==> images/placement.png <==
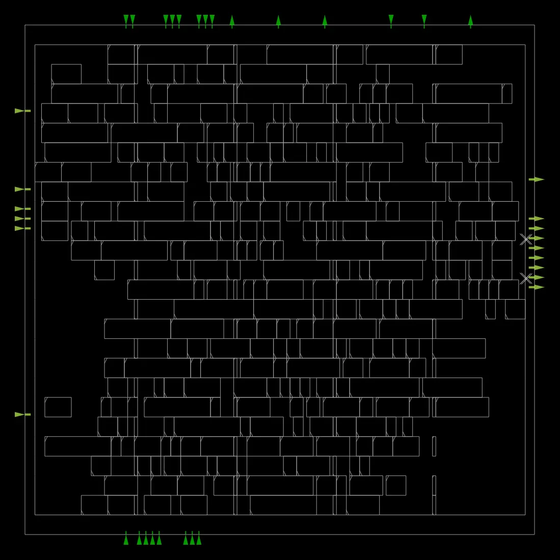
==> images/detail.png <==
Region (20, 20) to (50, 50) um. Cells in gray, sequential cells in the stronger gray; small squares are vias.
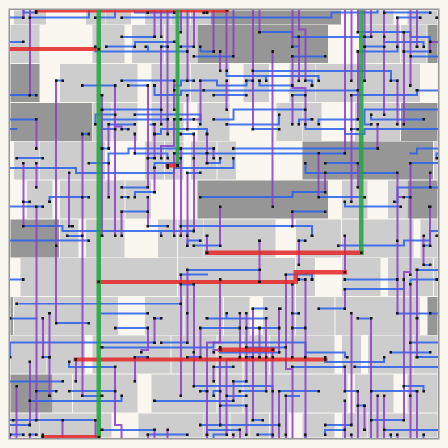
==> images/logic_types.png <==
Drawn at 6 px/um.
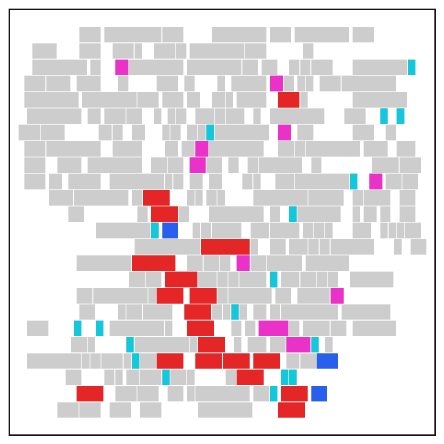
**src/rtl/oled_pkg.sv**
```systemverilog
// Shared constants, command opcodes, FSM states and glyph table for the OLED character renderer.
package oled_pkg;

    localparam int unsigned FONT_W    = 6;
    localparam int unsigned COL_MAX   = 128;
    localparam int unsigned PAGE_MAX  = 8;
    localparam int unsigned ROM_AW    = 10;
    localparam int unsigned ROM_DEPTH = 570;

    localparam logic [7:0] ASCII_FIRST = 8'h20;
    localparam logic [7:0] ASCII_LAST  = 8'h7E;
    localparam logic [7:0] X_LAST      = 8'(COL_MAX - FONT_W);

    localparam logic [7:0] CMD_PAGE   = 8'hB0;
    localparam logic [7:0] CMD_COL_LO = 8'h00;
    localparam logic [7:0] CMD_COL_HI = 8'h10;

    typedef enum logic [2:0] {
        ST_IDLE   = 3'd0,
        ST_CMD_PG = 3'd1,
        ST_CMD_CL = 3'd2,
        ST_CMD_CH = 3'd3,
        ST_ROM_RD = 3'd4,
        ST_DATA   = 3'd5,
        ST_DONE   = 3'd6
    } state_t;

    // Glyph column contents; glyph 0 (space) occupies addresses 0..FONT_W-1 and is blank.
    function automatic logic [7:0] font_byte(input logic [ROM_AW-1:0] addr);
        if (addr < ROM_AW'(FONT_W)) begin
            return 8'h00;
        end
        return {addr[2:0], addr[9:5]} ^ addr[7:0] ^ 8'h5A;
    endfunction

endpackage

```
**src/rtl/oled_font_rom.sv**
```systemverilog
// 6x8 font ROM: one byte per glyph column, registered 1-cycle read.
module oled_font_rom
    import oled_pkg::*;
(
    input  logic              clk_50m,
    input  logic [ROM_AW-1:0] addr,
    output logic [7:0]        q
);

    always_ff @(posedge clk_50m) begin
        q <= font_byte(addr);
    end

endmodule

```
**src/rtl/oled_char_render.sv**
```systemverilog
// Turns one character draw request into an SSD1306 page-address command triple plus glyph column bytes.
module oled_char_render
    import oled_pkg::*;
(
    input  logic       clk_50m,
    input  logic       rst_n,
    input  logic       draw_start,
    input  logic [7:0] draw_ascii,
    input  logic [7:0] draw_x,
    input  logic [3:0] draw_y,
    output logic       draw_busy,
    output logic       draw_done,
    output logic       draw_err,
    output logic       wr_valid,
    input  logic       wr_ready,
    output logic       wr_dc,
    output logic [7:0] wr_byte
);

    state_t            state, state_nx;
    logic [6:0]        glyph_q;
    logic [6:0]        glyph_in;
    logic [6:0]        x_q;
    logic [2:0]        col_q, col_nx;
    logic [7:0]        cmd_q, cmd_nx;
    logic              valid_nx, dc_nx, busy_nx, done_nx, err_nx, latch;
    logic              xfer, req_ok, ascii_ok;
    logic [ROM_AW-1:0] rom_addr;
    logic [7:0]        rom_q;

    assign xfer     = wr_valid & wr_ready;
    assign req_ok   = (draw_y < 4'(PAGE_MAX)) && (draw_x <= X_LAST);
    assign ascii_ok = (draw_ascii >= ASCII_FIRST) && (draw_ascii <= ASCII_LAST);
    assign glyph_in = ascii_ok ? 7'(draw_ascii - ASCII_FIRST) : 7'd0;

    // glyph*6 as glyph*4 + glyph*2
    assign rom_addr = ROM_AW'({glyph_q, 2'b00}) + ROM_AW'({glyph_q, 1'b0}) + ROM_AW'(col_q);

    // Data bytes come straight from the ROM output register, which holds while col_q is stable.
    assign wr_byte = wr_dc ? rom_q : cmd_q;

    oled_font_rom u_rom (
        .clk_50m (clk_50m),
        .addr    (rom_addr),
        .q       (rom_q)
    );

    always_ff @(posedge clk_50m or negedge rst_n) begin
        if (!rst_n) begin
            state     <= ST_IDLE;
            col_q     <= 3'd0;
            cmd_q     <= 8'h00;
            glyph_q   <= 7'd0;
            x_q       <= 7'd0;
            wr_valid  <= 1'b0;
            wr_dc     <= 1'b0;
            draw_busy <= 1'b0;
            draw_done <= 1'b0;
            draw_err  <= 1'b0;
        end else begin
            state     <= state_nx;
            col_q     <= col_nx;
            cmd_q     <= cmd_nx;
            wr_valid  <= valid_nx;
            wr_dc     <= dc_nx;
            draw_busy <= busy_nx;
            draw_done <= done_nx;
            draw_err  <= err_nx;
            if (latch) begin
                glyph_q <= glyph_in;
                x_q     <= draw_x[6:0];
            end
        end
    end

    always_comb begin
        state_nx = state;
        col_nx   = col_q;
        cmd_nx   = cmd_q;
        valid_nx = wr_valid;
        dc_nx    = wr_dc;
        done_nx  = 1'b0;
        err_nx   = 1'b0;
        latch    = 1'b0;

        case (state)
            ST_IDLE: begin
                if (draw_start) begin
                    if (req_ok) begin
                        state_nx = ST_CMD_PG;
                        latch    = 1'b1;
                        col_nx   = 3'd0;
                        valid_nx = 1'b1;
                        dc_nx    = 1'b0;
                        cmd_nx   = CMD_PAGE | {5'd0, draw_y[2:0]};
                    end else begin
                        err_nx = 1'b1;
                    end
                end
            end
            ST_CMD_PG: begin
                if (xfer) begin
                    state_nx = ST_CMD_CL;
                    cmd_nx   = CMD_COL_LO | {4'd0, x_q[3:0]};
                end
            end
            ST_CMD_CL: begin
                if (xfer) begin
                    state_nx = ST_CMD_CH;
                    cmd_nx   = CMD_COL_HI | {5'd0, x_q[6:4]};
                end
            end
            ST_CMD_CH: begin
                if (xfer) begin
                    state_nx = ST_ROM_RD;
                    valid_nx = 1'b0;
                    dc_nx    = 1'b1;
                end
            end
            ST_ROM_RD: begin
                state_nx = ST_DATA;
                valid_nx = 1'b1;
                dc_nx    = 1'b1;
            end
            ST_DATA: begin
                if (xfer) begin
                    valid_nx = 1'b0;
                    if (col_q == 3'(FONT_W - 1)) begin
                        state_nx = ST_DONE;
                        done_nx  = 1'b1;
                        dc_nx    = 1'b0;
                    end else begin
                        state_nx = ST_ROM_RD;
                        col_nx   = 3'(col_q + 3'd1);
                    end
                end
            end
            ST_DONE: begin
                state_nx = ST_IDLE;
                dc_nx    = 1'b0;
            end
            default: begin
                state_nx = ST_IDLE;
                valid_nx = 1'b0;
                dc_nx    = 1'b0;
            end
        endcase

        busy_nx = (state_nx != ST_IDLE);
    end

endmodule

```
**config.mk**
```make
export PLATFORM = sky130hd
export DESIGN_NAME = oled_char_render
export DESIGN_NICKNAME = d
export VERILOG_FILES = /design/src/rtl/oled_pkg.sv /design/src/rtl/oled_font_rom.sv /design/src/rtl/oled_char_render.sv
export SDC_FILE = /design/constraint.sdc
export NUM_CORES = 1
export LEC_CHECK = 0
export CAP_MARGIN = 10
export CORE_UTILIZATION = 48
export DETAILED_ROUTE_END_ITERATION = 6
export PLACE_DENSITY = 0.76
export SKIP_LAST_GASP = 1
export SYNTH_ARGS = -nofsm -noshare
export SYNTH_HDL_FRONTEND = slang
export SYNTH_SLANG_ARGS = --single-unit
```
**constraint.sdc**
```tcl
create_clock -name clk_50m -period 2.4 [get_ports clk_50m]
set_input_delay 0.48 -clock clk_50m [delete_from_list [all_inputs] [get_ports clk_50m]]
set_output_delay 0.48 -clock clk_50m [all_outputs]
set_load 0.05 [all_outputs]
```
==> tab_implementation.tex <==
% Yosys + OpenROAD metrics
\begin{tabular}{lr}
\hline
Metric & Value \\
\hline
\multicolumn{2}{l}{\textbf{STA}} \\
Number of endpoints failing setup at the final stage & 5 \\
Highest Clock Rate & 400 MHz \\
Share of the clock period used by the worst path after layout & 1.04 \\
Post-layout worst setup margin & -0.102 ns \\
\multicolumn{2}{l}{\textbf{Clock network}} \\
Number of hold buffers added after cts & 0 \\
\multicolumn{2}{l}{\textbf{Synth}} \\
Synth Seq Share & 0.386 \\
Adder-cell area share of the yosys netlist & 0.110 \\
Yosys stat cell total & approximately 240 \\
Yosys top cell by instances & dfrtp\_1 \\
Most common reg cell & dfrtp\_1 \\
\multicolumn{2}{l}{\textbf{Status}} \\
Failing checks & design-rule violations, negative setup slack \\
Outcome & finished with violations \\
\multicolumn{2}{l}{\textbf{Critical path}} \\
Largest driver fanout on the critical path & 4 \\
Family with the most delay on the worst path & adder cells \\
RR Startpoint & glyph\_q[0] \\
Worst stage delay on the critical path & $\sim$0.48 ns \\
Type of the setup path with the least slack & reg2reg \\
Buffer and inverter count on the worst path & 0 \\
Stages on worst setup path & 8 \\
Capturing instance or port of the critical path & u\_rom.q[4] \\
Worst R2R Setup Slack & -0.10 ns \\
Arrival time at the worst endpoint & approximately 2.7 ns \\
\multicolumn{2}{l}{\textbf{Power and ir drop}} \\
Switching power & around 0.0011 W \\
Power Dens Cells & roughly 900 nW/um2 \\
Clock network fraction of design power & 0.204 \\
Seq pwr share & 0.337 \\
Leading power group & combinational logic \\
Power dissipated in sequential cells & 0.000881 W \\
\multicolumn{2}{l}{\textbf{Routing}} \\
Total DRC errors in the routed layout & 4 \\
Via/cell ratio & 5.59 \\
Total number of vias & between 1500 and 2000 \\
Highest metal used & met4 \\
Initial DRC count & 108 \\
\multicolumn{2}{l}{\textbf{Layout}} \\
Clk tree area frac & 0.0383 \\
Buffer share of cell area & 0.157 \\
Post-route core utilization & 0.654 \\
FF+latch area & 876 um2 \\
Number of non-clock inverters in the layout & 18 \\
\multicolumn{2}{l}{\textbf{Hold path}} \\
Startpoint of the worst hold path & x\_q[6] \\
Worst-case hold path end point & x\_q[6] \\
\multicolumn{2}{l}{\textbf{Global route}} \\
GRT met3 Usage & 0.0442 \\
\multicolumn{2}{l}{\textbf{Placement}} \\
Port Buffer Count & 36 \\
Instance area at placement & between 2000 and 3000 um2 \\
Detailed placement HPWL & 3.52 mm \\
\multicolumn{2}{l}{\textbf{Die}} \\
CORE AREA & 4440 um2 \\
\hline
\end{tabular}
-- placement.png (at the start) --
seq_cells: 36
fill count: 356
fraction of area in registers: 0.301
well-tap cell count: 52

-- detail.png (at the start) --
| layer | color |
|---|---|
| metal 1 | blue |
| metal 3 | red |
| metal 2 | purple |
| metal 4 | green |
cells with their middle in the window: 80
sequential cells in the window: 4
most frequent: a21oi_1 (7), buf_4 (7)
netlist names of flops here include: col_q (2)

-- logic_types.png (at the start) --
| family | color | cells | most used |
|---|---|---|---|
| AND-OR and OR-AND gates | blue | 3 | a21o_1 |
| adder and majority cells | red | 19 | ha_1 |
| AND and OR gates | magenta | 10 | and3_1 |
| inverters | cyan | 18 | inv_1 |
final cell count without fillers: 339
highest-count logic cell in the final layout: dfrtp_1
share of the final layout cell area in multi-input gates: 0.458

Power figures rest on the tool's default switching activity, not on a simulated workload.
